$ cat config.mk
export PLATFORM = sky130hd
export DESIGN_NAME = mips_phase_sequencer
export DESIGN_NICKNAME = d
export VERILOG_FILES = /design/src/rtl/mips_phase_sequencer.sv
export SDC_FILE = /design/constraint.sdc
export NUM_CORES = 1
export LEC_CHECK = 0
export ABC_AREA = 0
export CORE_ASPECT_RATIO = 2
export CORE_MARGIN = 3
export CORE_UTILIZATION = 49
export CTS_BUF_LIST = sky130_fd_sc_hd__clkbuf_8 sky130_fd_sc_hd__clkbuf_16
export DETAILED_ROUTE_END_ITERATION = 12
export PLACE_DENSITY = 0.76
export SLEW_MARGIN = 15
export SYNTH_ARGS = -nofsm -noshare
export SYNTH_HDL_FRONTEND = slang
export SYNTH_SLANG_ARGS = --single-unit
$ cat constraint.sdc
create_clock -name clock -period 2.5 [get_ports clock]
set_clock_uncertainty 0.1 [all_clocks]
set_input_delay 0.375 -clock clock [delete_from_list [all_inputs] [get_ports clock]]
set_output_delay 0.375 -clock clock [all_outputs]
set_load 0.05 [all_outputs]
$ cat src/rtl/mips_phase_sequencer.sv
// Multi-cycle phase controller for the MIPS core: issues per-stage enables on the
// single system clock, handles memory wait-states, halts, bus timeouts and retire count.
module mips_phase_sequencer #(
  parameter int unsigned MEM_TIMEOUT = 15,
  parameter int unsigned CNT_W       = 32
) (
  input  logic             clock,
  input  logic             reset,
  input  logic             start,
  input  logic             halt_req,
  input  logic             imem_ready,
  input  logic             dmem_ready,
  input  logic             is_mem_op,
  input  logic             is_wb_op,
  output logic             imem_en,
  output logic             regfile_rd_en,
  output logic             alu_en,
  output logic             dmem_en,
  output logic             regfile_we,
  output logic             pc_en,
  output logic [2:0]       phase,
  output logic             busy,
  output logic             fault,
  output logic [CNT_W-1:0] instr_count
);

  localparam int unsigned WAIT_W = (MEM_TIMEOUT > 1) ? $clog2(MEM_TIMEOUT) : 1;
  localparam logic [WAIT_W-1:0] WAIT_LAST = WAIT_W'(MEM_TIMEOUT - 1);

  typedef enum logic [2:0] {
    S_IDLE   = 3'd0,
    S_FETCH  = 3'd1,
    S_DECODE = 3'd2,
    S_EXEC   = 3'd3,
    S_MEM    = 3'd4,
    S_WB     = 3'd5,
    S_HALTED = 3'd6,
    S_FAULT  = 3'd7
  } state_t;

  state_t            state;
  state_t            next_state;
  logic              complete;
  logic [WAIT_W-1:0] wait_cnt;
  logic              wb_pend;
  logic              halt_lat;

  always_ff @(posedge clock or negedge reset) begin
    if (!reset) begin
      state       <= S_IDLE;
      wait_cnt    <= '0;
      wb_pend     <= 1'b0;
      halt_lat    <= 1'b0;
      instr_count <= '0;
    end else begin
      state <= next_state;
      if (next_state != state && (next_state == S_FETCH || next_state == S_MEM))
        wait_cnt <= '0;
      else if ((state == S_FETCH && !imem_ready) || (state == S_MEM && !dmem_ready))
        wait_cnt <= wait_cnt + WAIT_W'(1);
      if (state == S_EXEC)
        wb_pend <= is_wb_op;
      // Latch clears on entry to HALTED and while parked; requests outside busy are ignored.
      if (next_state == S_HALTED || state == S_IDLE || state == S_HALTED)
        halt_lat <= 1'b0;
      else if (busy && halt_req)
        halt_lat <= 1'b1;
      if (complete)
        instr_count <= instr_count + CNT_W'(1);
    end
  end

  always_comb begin
    next_state = state;
    complete   = 1'b0;
    case (state)
      S_IDLE, S_HALTED: if (start) next_state = S_FETCH;
      S_FETCH: begin
        if (imem_ready)               next_state = S_DECODE;
        else if (wait_cnt == WAIT_LAST) next_state = S_FAULT;
      end
      S_DECODE: next_state = S_EXEC;
      S_EXEC: begin
        if (is_mem_op)     next_state = S_MEM;
        else if (is_wb_op) next_state = S_WB;
        else               complete   = 1'b1;
      end
      S_MEM: begin
        if (dmem_ready) begin
          if (wb_pend) next_state = S_WB;
          else         complete   = 1'b1;
        end else if (wait_cnt == WAIT_LAST) begin
          next_state = S_FAULT;
        end
      end
      S_WB:    complete   = 1'b1;
      S_FAULT: next_state = S_FAULT;
      default: next_state = S_IDLE;
    endcase
    if (complete)
      next_state = (halt_lat || halt_req) ? S_HALTED : S_FETCH;
  end

  always_comb begin
    imem_en       = (state == S_FETCH);
    regfile_rd_en = (state == S_DECODE);
    alu_en        = (state == S_EXEC);
    dmem_en       = (state == S_MEM);
    regfile_we    = (state == S_WB);
    busy          = (state == S_FETCH) || (state == S_DECODE) || (state == S_EXEC) ||
                    (state == S_MEM) || (state == S_WB);
    fault         = (state == S_FAULT);
    pc_en         = complete;
    phase         = state;
  end

endmodule

### Sequential cells grouped by signal name

Scale: 4 px per um.
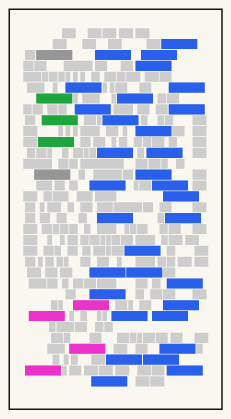
Key: phase = green [placed flops 3]; instr_count = blue [placed flops 32]; wait_cnt = magenta [placed flops 4, where bottom left]
Another 2 sequential cells are not colored.
Seq group: 0.916 mW
Finished Core Util: 0.691
FF+latch area: 1030 um^2

### Congestion heat map

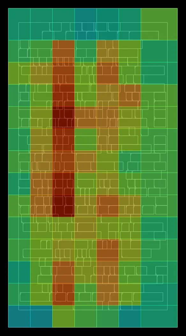
met1 Use GR: 0.229
GR peak layer: met2
WL/cell: 14.5 um

==> reports/summary.txt <==
outcome -> complete, no violations
most common cell in the netlist -> dfrtp_1
Vias/cell -> 5.43
Top Ports -> 51
Worst-path clk slew -> 80 ps
max-cap viol count -> 0
Critical Path Start Type -> flip-flop
Dominant cell area share -> 0.478
largest net degree at the start of global routing -> 42
drt drc -> 0
Worst EP required -> 2030 ps
Netlist cell types -> 43
drt first pass iters -> 4
Overflow after GRT -> 0
clk buf depth -> 2
YS warnings -> 0
site row count -> 33
Crit Path Class -> reg2out
Chip Area, Yosys -> 2150 um^2
fin crit share -> 0.962
synthesis-to-layout area growth -> 34.2%
Clock Sinks -> 41
Tmin final -> 2410 ps
via count -> 1739
ys flops -> 41
Commonest cells post-synth -> dfrtp_1, xnor2_1, nand2_1, nor2_1
Yosys top cell by area -> dfrtp_1
critical path fanouts, max -> 12
clk latency late pin -> 290 ps
yosys cell count -> 208
hold buffer count at CTS -> 0
fmax -> 0.416 GHz
unrepaired setup endpoints after global routing -> false
Starting Density -> 0.515
Peak supply drop -> 1070 uV
post-synthesis average cell area -> 10.3 um^2
RR Startpoint -> phase[1]
OpenROAD warnings -> 27
Fin Setup TNS -> 0 ps
Post-CTS Setup Bufs -> 0
HP Class -> in2async
endpoint class of the critical path -> primary output
post-route ant nets -> 0
Net Count, Synth -> 219
CTS tree -> yes
Seq/Total Area, Yosys -> 0.478
total track usage -> 0.204
Die ar. -> 5260 um^2
leakage -> 1.24 nW
setup violators final -> 0
vias in the first global route -> 1761
Pwr Density -> 1020 nW/um^2
core area -> 4170 um^2
top area cells in the synthesized netlist -> dfrtp_1, xnor2_1, xor2_1, nand2_1, nand4_1
final instance area -> 2880 um^2
synthesized area -> 2150 um^2
worst-margin pin slew -> 904 ps
gpl congestion -> 0.774
Pins Over Slew Limit -> 0
RR Endpoint -> instr_count[19]
CTS buffer count -> 5
wirelength, routed -> 4650 um
EDFF count, synth -> 0
fin nets -> 278
Root Driver -> clkbuf_8
first-pass GRT wire length -> 8170 um
initial antenna violation count -> 0
Arr. time, crit path -> 1930 ps
n_diodes -> 0
post-cts repair resize count -> 0
share of cells above drive strength 1 -> 0.153
initial DRC count -> 18
Reg2Reg Setup Slack -> 250 ps
CTS H-Tree Depth -> 2
Max-slew headroom -> 0.397
Cells after Synth -> 208
Post-Place Cell Area -> 2760 um^2
HPWL after DPL -> 3560 um
Most used DFF post-synth -> dfrtp_1
Fin. Hold Viols -> 0
ys async rst share -> 1.00
reg2reg path depth -> 5
### I/O pins on the die edge

Scale: 6 px per um. Pins as bars across the die edge, other pins in gray.
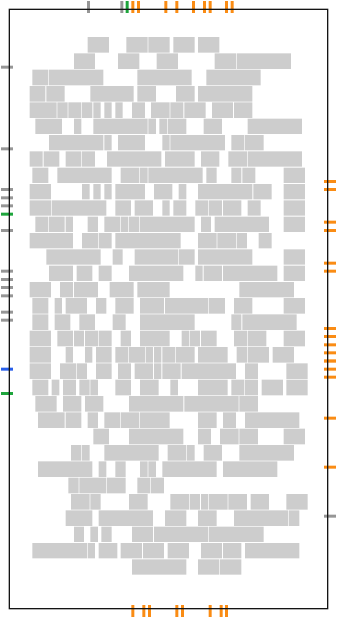
Key: phase = green [pins 3, direction output, edge 2 left, 1 top]; imem_en = blue [pins 1, direction output, edge left]; instr_count = orange [pins 32, direction output, edge 15 right, 9 top, 8 bottom]
All pins by edge: 16 right, 15 left, 12 top, 8 bottom.
width of the die: 52.8 um
Port Buf Inserts: 50
DIE HEIGHT: 99.6 um

### Zoomed window

Window x 14 to 39, y 17 to 42 um. Cells in gray, sequential cells in the stronger gray; small squares are vias.
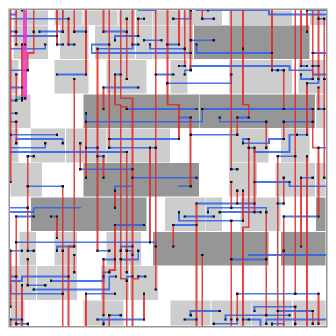
Key: M2 = red; M3 = cyan; M1 = blue; M4 = magenta
Netlist names of flops here include instr_count (5), wait_cnt (1). 43 logic cells have their middle in the window. Most frequent: xnor2_1 (6), dfrtp_1 (6). Sequential cells in the window: 6.

[report_power, final]
part	switching (mW)	internal (mW)
Sequential	0.154	0.762
Clock	0.230	0.325
Combinational	0.911	0.558
Total	1.30	1.64
[kinds of logic after synthesis]
group,count (synthesis),share of synthesized area
mux,2,0.00990
fa+ha+maj,3,0.0175
xor+xnor,34,0.139
simple gates,90,0.232
compound gates,25,0.0932
flops,41,0.478
buf+inv,13,0.0314
[state kept, by name (all words and copies together), names as in the netlist]
register     count
instr_count     32
wait_cnt         4
halt_lat         1
wb_pend          1
phase            3
[placed cells by master (no fill, tap or decap), types with 2 or more instances in the layout]
cell type / count
dfrtp_1: 41
clkdlybuf4s50_1: 41
xnor2_1: 25
nand2_1: 17
buf_4: 17
nor2_1: 14
nand3_1: 9
nand4_1: 9
xor2_1: 9
and3_1: 8
o21ai_0: 6
nor3_1: 6
clkbuf_8: 6
and4_1: 5
inv_1: 4
nor3b_2: 3
nor2b_1: 3
nor4_1: 3
nand2b_1: 3
a21oi_1: 3
ha_1: 3
and2_1: 2
nand3b_1: 2
or2_2: 2
a21boi_0: 2
a211oi_4: 2
or3b_2: 2
buf_12: 2
[layer usage]
layer | global-route usage | up-vias | part of all wire
li1 | - | 843 | -
met1 | 0.229 | 850 | 0.37
met2 | 0.365 | 38 | 0.57
met3 | 0.0240 | 8 | 0.032
met4 | 0.0925 | 0 | 0.023
met5 | 0 | - | 0
[worst max-delay path, cell delays in order, from the launching register on]
cell	delay, ps
dfrtp_1	610
buf_4	230
clkdlybuf4s50_1	810
[worst max path at each step]
stage | start | to | slack [ps] | cells after the start
floorplan | phase[0] | wait_cnt[0] | 20 | 6
global placement | dmem_ready | instr_count[19] | 150 | 6
detailed placement | is_wb_op | instr_count[19] | 110 | 5
CTS | phase[1] | phase[1] | 90 | 2
global route | phase[2] | phase[2] | 40 | 2
finish | phase[1] | phase[1] | 90 | 2
[metrics by stage]
stage / util / total power, mW / instances / worst slack, ps / hold slack (ps)
final: 0.691 / 2.94 / 320 / 94.2 / 107
after global routing: 0.691 / 3.10 / 320 / 36.3 / 195
after CTS: 0.691 / 2.97 / 320 / 90.4 / 143
after detailed placement: 0.662 / 2.40 / 312 / 111 / 362
after global placement: 0.662 / 2.40 / 312 / 147 / 360
after floorplan: - / 1.91 / 208 / 16.9 / -20.6
[cell type report]
| type | count | area, um^2 |
|---|---|---|
| fillers | 363 | 1290 |
| well taps | 52 | 65.1 |
| flip-flops and latches | 41 | 1030 |
| multi-input cells | 154 | 1070 |
| clock inverters | 2 | 37.5 |
| inverters | 4 | 15.0 |
| repair buffers | 61 | 583 |
| clock buffers | 6 | 82.6 |
No activity file was given, so power comes from the tool's default toggle rates.
